<file path="src/rtl/ppe_pkg.sv">
`default_nettype none
// ============================================================================
// Module   : ppe_pkg
// Brief    : Shared FSM state type and pointer-wrap helper for the PPE arbiter.
// Revision : 1.0
// ============================================================================
package ppe_pkg;

    typedef enum logic [0:0] {
        ST_IDLE  = 1'b0,
        ST_GRANT = 1'b1
    } ppe_state_t;

    // Wrap is explicit at width-1 so non-power-of-two widths work.
    function automatic int unsigned next_ptr(input int unsigned idx, input int unsigned width);
        return (idx == width - 1) ? 0 : idx + 1;
    endfunction

endpackage
`default_nettype wire

</file>
<file path="src/rtl/ppe_find_first.sv">
`default_nettype none
// ============================================================================
// Module   : ppe_find_first
// Brief    : Combinational find-first-set (lowest index) with binary and one-hot outputs.
// Revision : 1.0
// ============================================================================
module ppe_find_first
    import ppe_pkg::*;
#(
    parameter int WIDTH = 8,
    parameter int LOG_W = 3
) (
    input  logic [WIDTH-1:0] vec,
    output logic             found,
    output logic [LOG_W-1:0] idx,
    output logic [WIDTH-1:0] onehot
);

    // Scanning downward lets the lowest set bit overwrite any higher one.
    always_comb begin
        idx    = '0;
        onehot = '0;
        for (int i = WIDTH - 1; i >= 0; i--) begin
            if (vec[i]) begin
                idx       = LOG_W'(i);
                onehot    = '0;
                onehot[i] = 1'b1;
            end
        end
    end

    assign found = |vec;

endmodule
`default_nettype wire

</file>
<file path="src/rtl/rr_ppe_arbiter.sv">
`default_nettype none
// ============================================================================
// Module   : rr_ppe_arbiter
// Brief    : Round-robin arbiter with registered, backpressure-held grant.
// Revision : 1.0
// ============================================================================
module rr_ppe_arbiter
    import ppe_pkg::*;
#(
    parameter int WIDTH = 8,
    parameter int LOG_W = 3
) (
    input  logic             clk,
    input  logic             rst,
    input  logic [WIDTH-1:0] req,
    input  logic             ptr_load,
    input  logic [LOG_W-1:0] ptr_value,
    output logic             gnt_valid,
    input  logic             gnt_ready,
    output logic [LOG_W-1:0] gnt_idx,
    output logic [WIDTH-1:0] gnt_oh,
    output logic [LOG_W-1:0] ptr
);

    ppe_state_t       r_state;
    logic             r_gnt_valid;
    logic [LOG_W-1:0] r_gnt_idx;
    logic [WIDTH-1:0] r_gnt_oh;
    logic [LOG_W-1:0] r_ptr;

    logic             w_accept;
    logic [LOG_W-1:0] w_adv_ptr;
    logic [LOG_W-1:0] w_search_ptr;
    logic [WIDTH-1:0] w_mask;
    logic             w_m_found;
    logic [LOG_W-1:0] w_m_idx;
    logic [WIDTH-1:0] w_m_oh;
    logic             w_u_found;
    logic [LOG_W-1:0] w_u_idx;
    logic [WIDTH-1:0] w_u_oh;
    logic [LOG_W-1:0] w_win_idx;
    logic [WIDTH-1:0] w_win_oh;

    assign w_accept  = r_gnt_valid & gnt_ready;
    assign w_adv_ptr = LOG_W'(next_ptr(32'(r_gnt_idx), WIDTH));

    // A load always takes priority; in GRANT the search only matters on accept.
    assign w_search_ptr = ptr_load              ? ptr_value :
                          (r_state == ST_GRANT) ? w_adv_ptr : r_ptr;

    for (genvar gi = 0; gi < WIDTH; gi++) begin : g_mask
        assign w_mask[gi] = (LOG_W'(gi) >= w_search_ptr);
    end

    ppe_find_first #(.WIDTH(WIDTH), .LOG_W(LOG_W)) u_masked (
        .vec    (req & w_mask),
        .found  (w_m_found),
        .idx    (w_m_idx),
        .onehot (w_m_oh)
    );

    ppe_find_first #(.WIDTH(WIDTH), .LOG_W(LOG_W)) u_unmasked (
        .vec    (req),
        .found  (w_u_found),
        .idx    (w_u_idx),
        .onehot (w_u_oh)
    );

    assign w_win_idx = w_m_found ? w_m_idx : w_u_idx;
    assign w_win_oh  = w_m_found ? w_m_oh  : w_u_oh;

    always_ff @(posedge clk or posedge rst) begin
        if (rst) begin
            r_state     <= ST_IDLE;
            r_gnt_valid <= 1'b0;
            r_gnt_idx   <= '0;
            r_gnt_oh    <= '0;
            r_ptr       <= '0;
        end else begin
            if (ptr_load) begin
                r_ptr <= ptr_value;
            end else if (w_accept) begin
                r_ptr <= w_adv_ptr;
            end

            case (r_state)
                ST_IDLE: begin
                    if (w_u_found) begin
                        r_gnt_idx   <= w_win_idx;
                        r_gnt_oh    <= w_win_oh;
                        r_gnt_valid <= 1'b1;
                        r_state     <= ST_GRANT;
                    end
                end
                ST_GRANT: begin
                    if (w_accept) begin
                        if (w_u_found) begin
                            r_gnt_idx <= w_win_idx;
                            r_gnt_oh  <= w_win_oh;
                        end else begin
                            r_gnt_valid <= 1'b0;
                            r_gnt_oh    <= '0;
                            r_state     <= ST_IDLE;
                        end
                    end
                end
                default: begin
                    r_state     <= ST_IDLE;
                    r_gnt_valid <= 1'b0;
                    r_gnt_oh    <= '0;
                end
            endcase
        end
    end

    assign gnt_valid = r_gnt_valid;
    assign gnt_idx   = r_gnt_idx;
    assign gnt_oh    = r_gnt_oh;
    assign ptr       = r_ptr;

endmodule
`default_nettype wire

</file>
<file path="config.mk">
export PLATFORM = sky130hd
export DESIGN_NAME = rr_ppe_arbiter
export DESIGN_NICKNAME = d
export VERILOG_FILES = /design/src/rtl/ppe_pkg.sv /design/src/rtl/ppe_find_first.sv /design/src/rtl/rr_ppe_arbiter.sv
export SDC_FILE = /design/constraint.sdc
export NUM_CORES = 1
export LEC_CHECK = 0
export CORE_MARGIN = 5
export CORE_UTILIZATION = 53
export CTS_CLUSTER_SIZE = 16
export DETAILED_ROUTE_END_ITERATION = 6
export GPL_ROUTABILITY_DRIVEN = 0
export HOLD_SLACK_MARGIN = 0.12
export PLACE_DENSITY = 0.85
export SETUP_SLACK_MARGIN = 0.02
export SYNTH_ARGS = -nofsm -noshare
export SYNTH_HDL_FRONTEND = slang
export SYNTH_SLANG_ARGS = --single-unit
</file>
<file path="constraint.sdc">
create_clock -name clk -period 4.6 [get_ports clk]
set_input_delay 0.92 -clock clk [delete_from_list [all_inputs] [get_ports clk]]
set_output_delay 0.92 -clock clk [all_outputs]
set_load 0.02 [all_outputs]
</file>
### Signal wires on met3

The bar under the picture is 20 um long. Cells faint in the background.
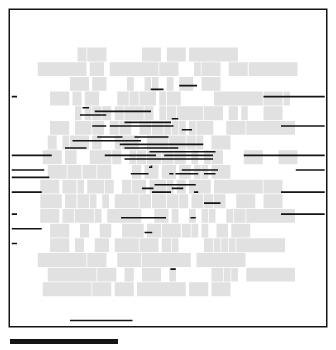
The layer carries 284 um of wire. The longest straight run is 16.1 um.

### Metal 1

Supply wires on this layer in grey.
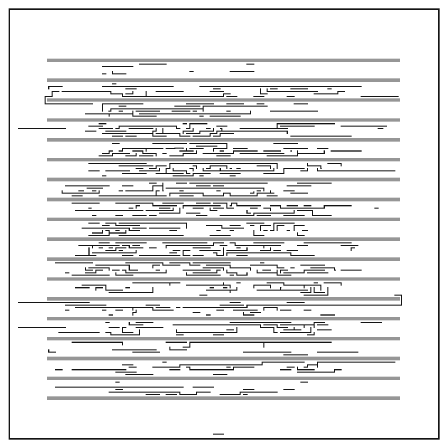
The layer holds 43% of the routed length. The layer carries 1450 um of wire.
vias: 1336
drt total wl: 3390 um
met1 Track Usage GR: 27.8%

### The clock network

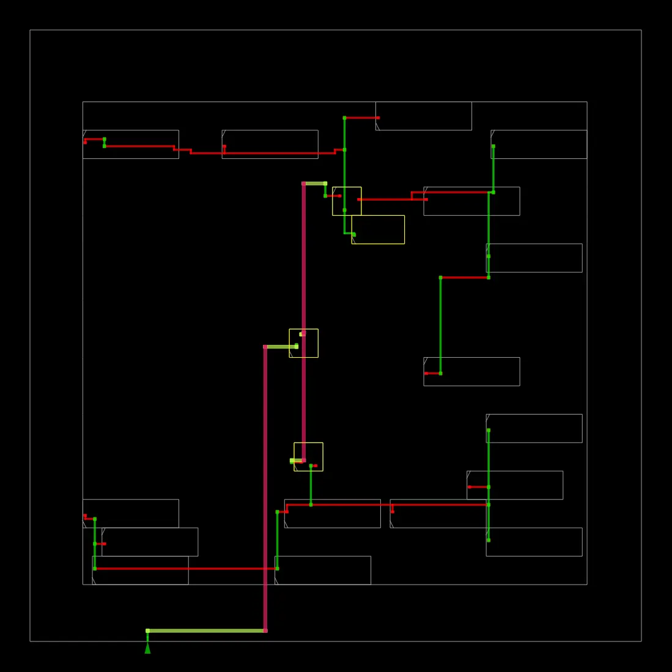
clock buffers: 4
clk sink count: 16
TritonCTS Buffers: 3

==> metrics.csv <==
stage;metric;value;unit
grt;met2 usage in global routing;33.0;%
pwr;PwrDens;425;mW/mm2
worst_setup_path;CP Data Arrival Time;3350;ps
grt;total grt overflow;0;
die;tapcell count;28;
cts;CTS root buffer;clkbuf_4;
yosys;simple-gate portion of the synthesized area;24.5;%
pwr;Clk network pwr share;14.3;%
pwr;P_leak;0.630;nW
final_layout;clock-cell share of area;2.31;%
yosys;Commonest cells post-synth;nand2_1 (21), dfrtp_1 (16), nor2_1 (16);
placement;DPL Wire Length;2690;um
yosys;tally of unique sky130hd cells used after synthesis;46;
final_layout;area delta synth->final;25.9;%
yosys;ys flops;16;
outcome;run status;complete, no violations;
yosys;Adder Area Share;2.00;%
yosys;leading area contributor after synthesis;dfrtp_1;
placement;port buffer count;29;
yosys;YS warnings;0;
final_layout;Comb area;793;um2
worst_setup_path;critical path endpoint category;flip-flop;
worst_hold_path;hold path depth;2;
final_layout;Layout Cells excl Fill;208;
final_layout;Layout Nets;198;
worst_setup_path;WP depth;7;
placement;placed instance area;0.00154;mm2
final_layout;Largest register FFs;8;
detailed_routing;M1 wire length;1450;um
detailed_routing;DR top layer;met4;
grt;first-pass GRT wire length;5770;um
yosys;Synth Cell Area;0.00125;mm2
yosys;FFs w/ async S/R, synth;100;%
worst_setup_path;cell family with most CP delay;AND-OR/OR-AND gates;
cts;clock buffer depth;2;
pwr;P_comb;0.375;mW
worst_setup_path;worst path bufs/invs;1;
worst_setup_path;crit path DRT;4840;ps
timing;FMAX;321;MHz
yosys;XOR/XNOR share of the synthesized area;0;%
detailed_routing;final antenna-violating net count;0;
timing;final setup vio count;0;
timing;minimum clock period;3110;ps
pwr;maximum vdd drop;308;uV
grt;largest net degree at the start of global routing;17;
worst_setup_path;RR Endpoint;gnt_oh[3]$_DFFE_PP0P_;
final_layout;Non-clk invs;5;
pwr;Sw Pwr;0.280;mW
worst_hold_path;Hold Path End;gnt_oh[5]$_DFFE_PP0P_;
yosys;Synth top cell by count;nand2_1;
cts;Resized Gates After CTS;0;
final_layout;Non-clock buffer share;18.4;%
worst_setup_path;crit-path cells;clkdlybuf4s50_1, nor2b_1, o21bai_1, a2111o_1, a21o_1, nor4_1, a221o_1;
placement;placed cells;204;
final_layout;flop share of the area;25.4;%
yosys;largest cells by area after synthesis;dfrtp_1 (32%), nand2_1 (6.3%), nor2_1 (4.8%);
grt;initial antenna violation count;0;
flow_run;maxcap violations;0;
yosys;yosys cell count;156;
cts;hold_buf cts;0;
final_layout;most frequent logic cell in the layout;clkdlybuf4s50_1;
detailed_routing;vias per inst;6.42;
final_layout;design area;0.00157;mm2
timing;final hold violation count;0;
yosys;Dominant cell area share;32.0;%
pwr;Sw Share;41.9;%
worst_setup_path;critical path's largest stage delay;600;ps
placement;pre-CTS setup slack;1250;ps
final_layout;Layout fillers;195;
final_layout;Sequential Area;400;um2
### The metal 2 layer

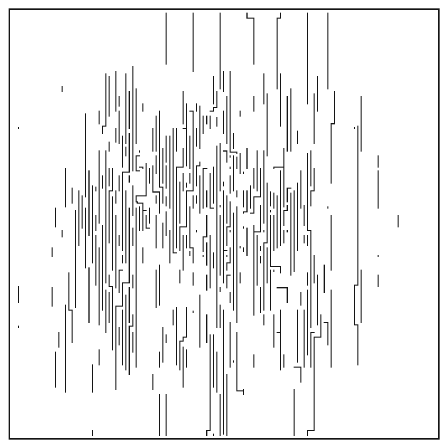
The layer carries 1540 um of wire. The wires run mostly vertical. The longest straight run is 24.8 um.

### Signal wires on met4

Supply wires on this layer in grey. Cells faint in the background.
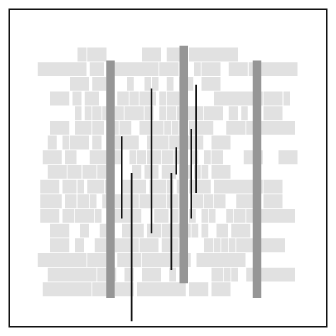
The layer carries 127 um of wire. 7 nets have wire on it. The longest straight run is 27.2 um. The layer holds 3.8% of the routed length. The wires run mostly vertical.

Power figures rest on the tool's default switching activity, not on a simulated workload.
